**Cell outlines without signal wires**

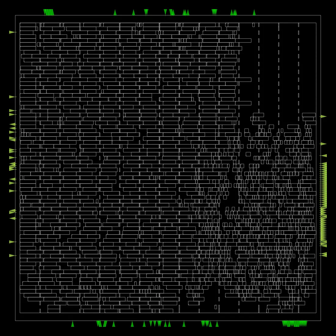
**Placed cells, one color a class**

The bar under the picture is 50 µm long. Fill, decap, tap and diode cells in gray.
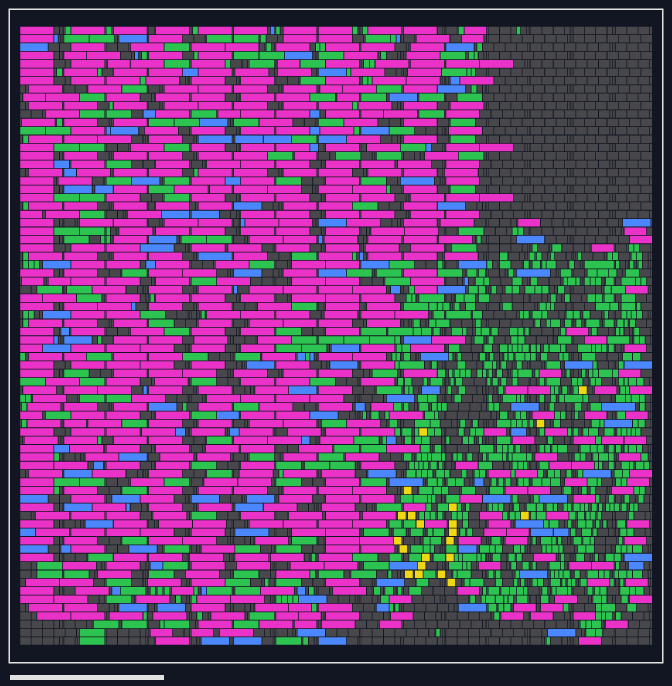
**Met2 routing**

The bar under the picture is 50 µm long.
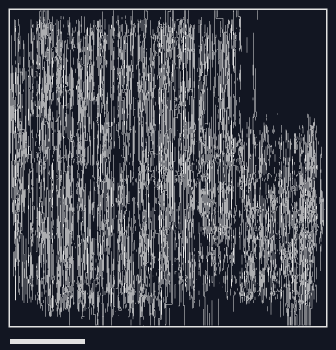
**Clock distribution**

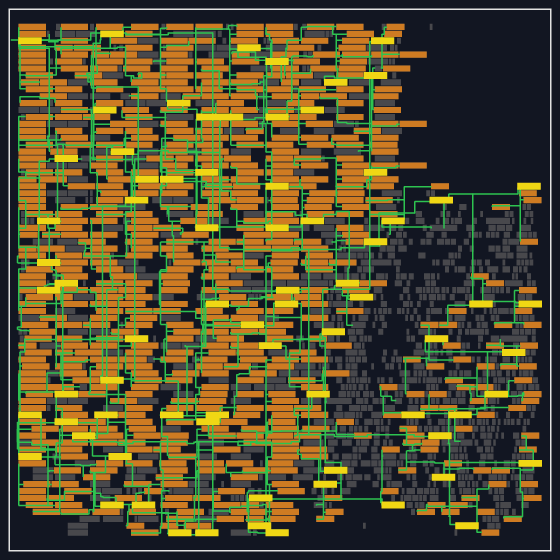
**PDN straps and rails**

Pins as bars on the die edge. Tap cells in gray.
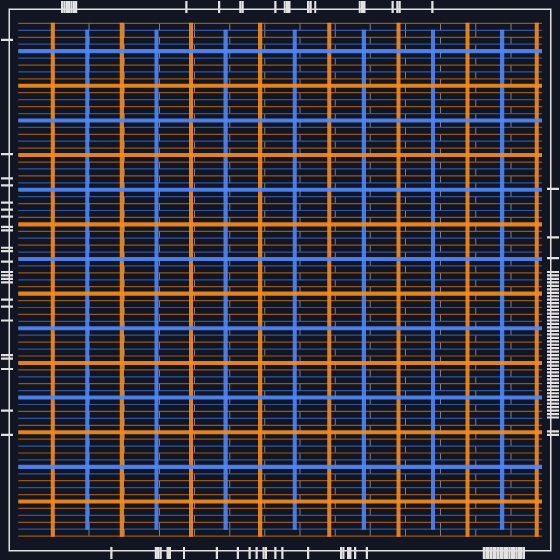
==> src/rtl/ins_prefetch_buffer.sv <==
// Instruction window buffer: serves DEPTH aligned words around the fetch PC and
// refills the whole window from memory, one outstanding read at a time, on a miss.
module ins_prefetch_buffer #(
  parameter int              XLEN  = 32,
  parameter int              DEPTH = 16,
  parameter logic [XLEN-1:0] NOP   = 32'h0000_0013
) (
  input  logic            clk,
  input  logic            rst,
  input  logic [XLEN-1:0] pc_in,
  input  logic            pc_req,
  input  logic            flush,
  output logic [XLEN-1:0] ins_out,
  output logic            ins_valid,
  output logic            stall,
  output logic            mem_req,
  output logic [XLEN-1:0] mem_addr,
  input  logic            mem_ready,
  input  logic            mem_rvalid,
  input  logic [XLEN-1:0] mem_rdata
);

  localparam int              CW       = $clog2(DEPTH);
  localparam logic [XLEN-1:0] WIN_MASK = XLEN'(DEPTH * 4 - 1);

  typedef enum logic [1:0] {
    S_EMPTY = 2'd0,
    S_READY = 2'd1,
    S_FILL  = 2'd2,
    S_DRAIN = 2'd3
  } state_t;

  state_t          r_state;
  state_t          w_state_nxt;
  logic [XLEN-1:0] r_base;
  logic [XLEN-1:0] r_ins_out;
  logic [XLEN-1:0] r_mem_addr;
  logic [CW-1:0]   r_cnt;
  logic            r_ins_valid;
  logic            r_mem_req;
  logic            r_pend;
  logic [XLEN-1:0] r_words [DEPTH];

  logic [XLEN-1:0] w_off;
  logic            w_aligned;
  logic            w_in_win;
  logic            w_serve;
  logic            w_hit;
  logic            w_mis;
  logic            w_miss;
  logic            w_accept;
  logic            w_resp;
  logic            w_last;
  logic            w_drain;
  logic            w_stall;

  // A PC below base wraps to a huge offset and therefore decodes as a miss.
  assign w_off     = (pc_in - r_base) >> 2;
  assign w_aligned = (pc_in[1:0] == 2'b00);
  assign w_in_win  = (w_off < XLEN'(DEPTH));
  assign w_serve   = !flush && pc_req && ((r_state == S_EMPTY) || (r_state == S_READY));
  assign w_hit     = w_serve && w_aligned && (r_state == S_READY) && w_in_win;
  assign w_mis     = w_serve && !w_aligned;
  assign w_miss    = w_serve && w_aligned && !w_hit;
  assign w_accept  = r_mem_req && mem_ready;
  assign w_resp    = r_pend && mem_rvalid;
  assign w_last    = w_resp && (r_state == S_FILL) && (r_cnt == CW'(DEPTH - 1));
  // A response is still owed after this edge if one is pending or being accepted now.
  assign w_drain   = (r_pend && !mem_rvalid) || w_accept;

  // Next-state and stall decode; flush overrides every other transition.
  always_comb begin
    w_state_nxt = r_state;
    w_stall     = 1'b0;
    case (r_state)
      S_EMPTY, S_READY: begin
        if (w_miss) begin
          w_state_nxt = S_FILL;
        end else begin
          w_state_nxt = r_state;
        end
        w_stall = w_miss;
      end
      S_FILL: begin
        if (w_last) begin
          w_state_nxt = S_READY;
        end else begin
          w_state_nxt = S_FILL;
        end
        w_stall = 1'b1;
      end
      S_DRAIN: begin
        if (w_resp) begin
          w_state_nxt = S_EMPTY;
        end else begin
          w_state_nxt = S_DRAIN;
        end
        w_stall = 1'b1;
      end
      default: begin
        w_state_nxt = S_EMPTY;
        w_stall     = 1'b0;
      end
    endcase
    if (flush) begin
      w_state_nxt = w_drain ? S_DRAIN : S_EMPTY;
    end else begin
      w_state_nxt = w_state_nxt;
    end
  end

  // State, output and memory-handshake registers.
  always_ff @(posedge clk) begin
    if (rst) begin
      r_state     <= S_EMPTY;
      r_base      <= '0;
      r_cnt       <= '0;
      r_ins_out   <= '0;
      r_ins_valid <= 1'b0;
      r_mem_req   <= 1'b0;
      r_mem_addr  <= '0;
      r_pend      <= 1'b0;
    end else begin
      r_state     <= w_state_nxt;
      r_ins_valid <= w_hit || w_mis;
      if (w_hit) begin
        r_ins_out <= r_words[w_off[CW-1:0]];
      end else if (w_mis) begin
        r_ins_out <= NOP;
      end
      if (flush) begin
        r_mem_req <= 1'b0;
        r_pend    <= w_drain;
      end else if (w_miss) begin
        r_base     <= pc_in & ~WIN_MASK;
        r_cnt      <= '0;
        r_mem_req  <= 1'b1;
        r_mem_addr <= pc_in & ~WIN_MASK;
      end else if (w_accept) begin
        r_mem_req <= 1'b0;
        r_pend    <= 1'b1;
      end else if (w_resp) begin
        r_pend <= 1'b0;
        if (r_state == S_FILL) begin
          r_cnt <= r_cnt + CW'(1);
          if (!w_last) begin
            r_mem_req  <= 1'b1;
            r_mem_addr <= r_mem_addr + XLEN'(4);
          end
        end
      end
    end
  end

  // Window storage; contents are meaningless until a fill completes.
  always_ff @(posedge clk) begin
    if (w_resp && (r_state == S_FILL)) begin
      r_words[r_cnt] <= mem_rdata;
    end
  end

  assign ins_out   = r_ins_out;
  assign ins_valid = r_ins_valid;
  assign stall     = w_stall;
  assign mem_req   = r_mem_req;
  assign mem_addr  = r_mem_addr;

endmodule

==> config.mk <==
export PLATFORM = sky130hd
export DESIGN_NAME = ins_prefetch_buffer
export DESIGN_NICKNAME = d
export VERILOG_FILES = /design/src/rtl/ins_prefetch_buffer.sv
export SDC_FILE = /design/constraint.sdc
export NUM_CORES = 1
export LEC_CHECK = 0
export CORE_MARGIN = 3
export CORE_UTILIZATION = 60
export CTS_CLUSTER_DIAMETER = 40
export DETAILED_ROUTE_END_ITERATION = 8
export DONT_BUFFER_PORTS = 1
export MAX_ROUTING_LAYER = met4
export PLACE_DENSITY = 0.83
export SYNTH_ARGS = -nofsm -noshare
export SYNTH_HDL_FRONTEND = slang
export SYNTH_SLANG_ARGS = --single-unit
==> constraint.sdc <==
create_clock -name clk -period 13.04 [get_ports clk]
set_input_delay 3.26 -clock clk [delete_from_list [all_inputs] [get_ports clk]]
set_output_delay 3.26 -clock clk [all_outputs]
set_load 0.01 [all_outputs]
==> impl_metrics.toml <==
# physical design summary
[layout]
n_clock_buffer = 96
flop-count = 609
largest_class = "sequential cells"
antenna_cells = 0
drive_above_1_share = 0.2023
syn_to_final_growth_pct = 12.28
bufAreaShareNonClock = 0.005514
layout_top_cells = "512 x edfxtp_1, 160 x mux4_2, 120 x a21oi_1"
comb_share = 0.2703
largest_reg_flops = 512

[sta]
slew_violations = 0
max_slew.worst_pin.slew_ps = 1064
post-route-period-util = 0.7441
fin_crit_ps = 9703

[clock_network]
clockBufferDepth = 3
root_buffer = "clkbuf_16"
insertion_delay_ps = 640
cts_setup_buffers = 0
cts_max_level = 3

[setup_path]
worstSetupPathDepth = 14
cpMostUsedCell = "inv_1"
rr_endpoint = "mem_addr[12]"
cp_num_buf_inv = 3
worstSetupEndpointType = "output port"
setup.worst_path.end = "stall"
r2r_cells = 14
critPathSlowestCell = "fa_1"

[power]
p_leak_nw = 8.911
clock_power_mw = 2.12
power.total_mw = 4.393
p_sw_frac = 0.2216
p_per_area_mw_per_mm2 = 153.7
pg_comb_mw = 0.152

[run]
tool_warnings = 33

[floorplan]
die_area_mm2 = 0.04494
die_width_um = 212
coreArea_mm2 = 0.04139
fp_util = 0.6152
io_pins = 137

[route]
ant_nets = 0
top_layer = "met4"
routed_via_density = 7.123
wl_per_cell_um = 32.46
drc = 0

[placement]
routabilityCongestion = 0.9137
pre_cts_ws_ps = 3342

[logic_synthesis]
edf_count = 512
synthAoiAreaFrac = 0.06717
syn_avg_cell_area_um2 = 16.13
yosysSeqAreaShare = 0.6801
simple_gate_area_frac = 0.06462
yosys.area_share.adder = 0.01553
xor_share = 0.007912
synth.distinct_cells = 72
synth_stat.cells = 1579

[global_routing]
busiest_layer = "met2"
grt_usage = 0.3314
antenna_found_initial = 0

[run_status]
status = "completed"

[min_path]
worstHoldPathType = "reg -> reg"
hold_end = "r_base[14]"
About 'cell outlines without signal wires':
tapcell count: 532
Finished Layout Cells: 2178
Final Core Density: 0.6908
fillers: 2459
Seq/total area: 0.6057

About 'placed cells, one color a class':
Key: green = all other logic [cells 882, share of their area 28%]; magenta = flip-flops [cells 609, share of their area 62%]; yellow = other buffers and delay cells [cells 21, share of their area 0.56%]; blue = clock drivers and dummy loads [cells 134, share of their area 9.1%]
fin area: 0.02859 mm²
# rows: 74

About 'met2 routing':
The wires run mostly vertical. The longest straight run is 86.4 µm. The layer holds 52% of the routed length. 1544 nets have wire on it.
Detailed Route WL: 70690 µm
M2 GR Usage: 0.5542
via count: 15514

About 'clock distribution':
Key: orange = flip-flops [count 609]; green = clock wires [length 7810 µm]; yellow = cells driving clock nets [count 74]
Position of the flops: widely spread.

About 'PDN straps and rails':
Key: blue = VDD; orange = VSS
75 met1 rails follow the rows. 14 straps on met5. 15 straps on met4.
die height: 212 µm
Worst VDD drop: 0.2051 mV

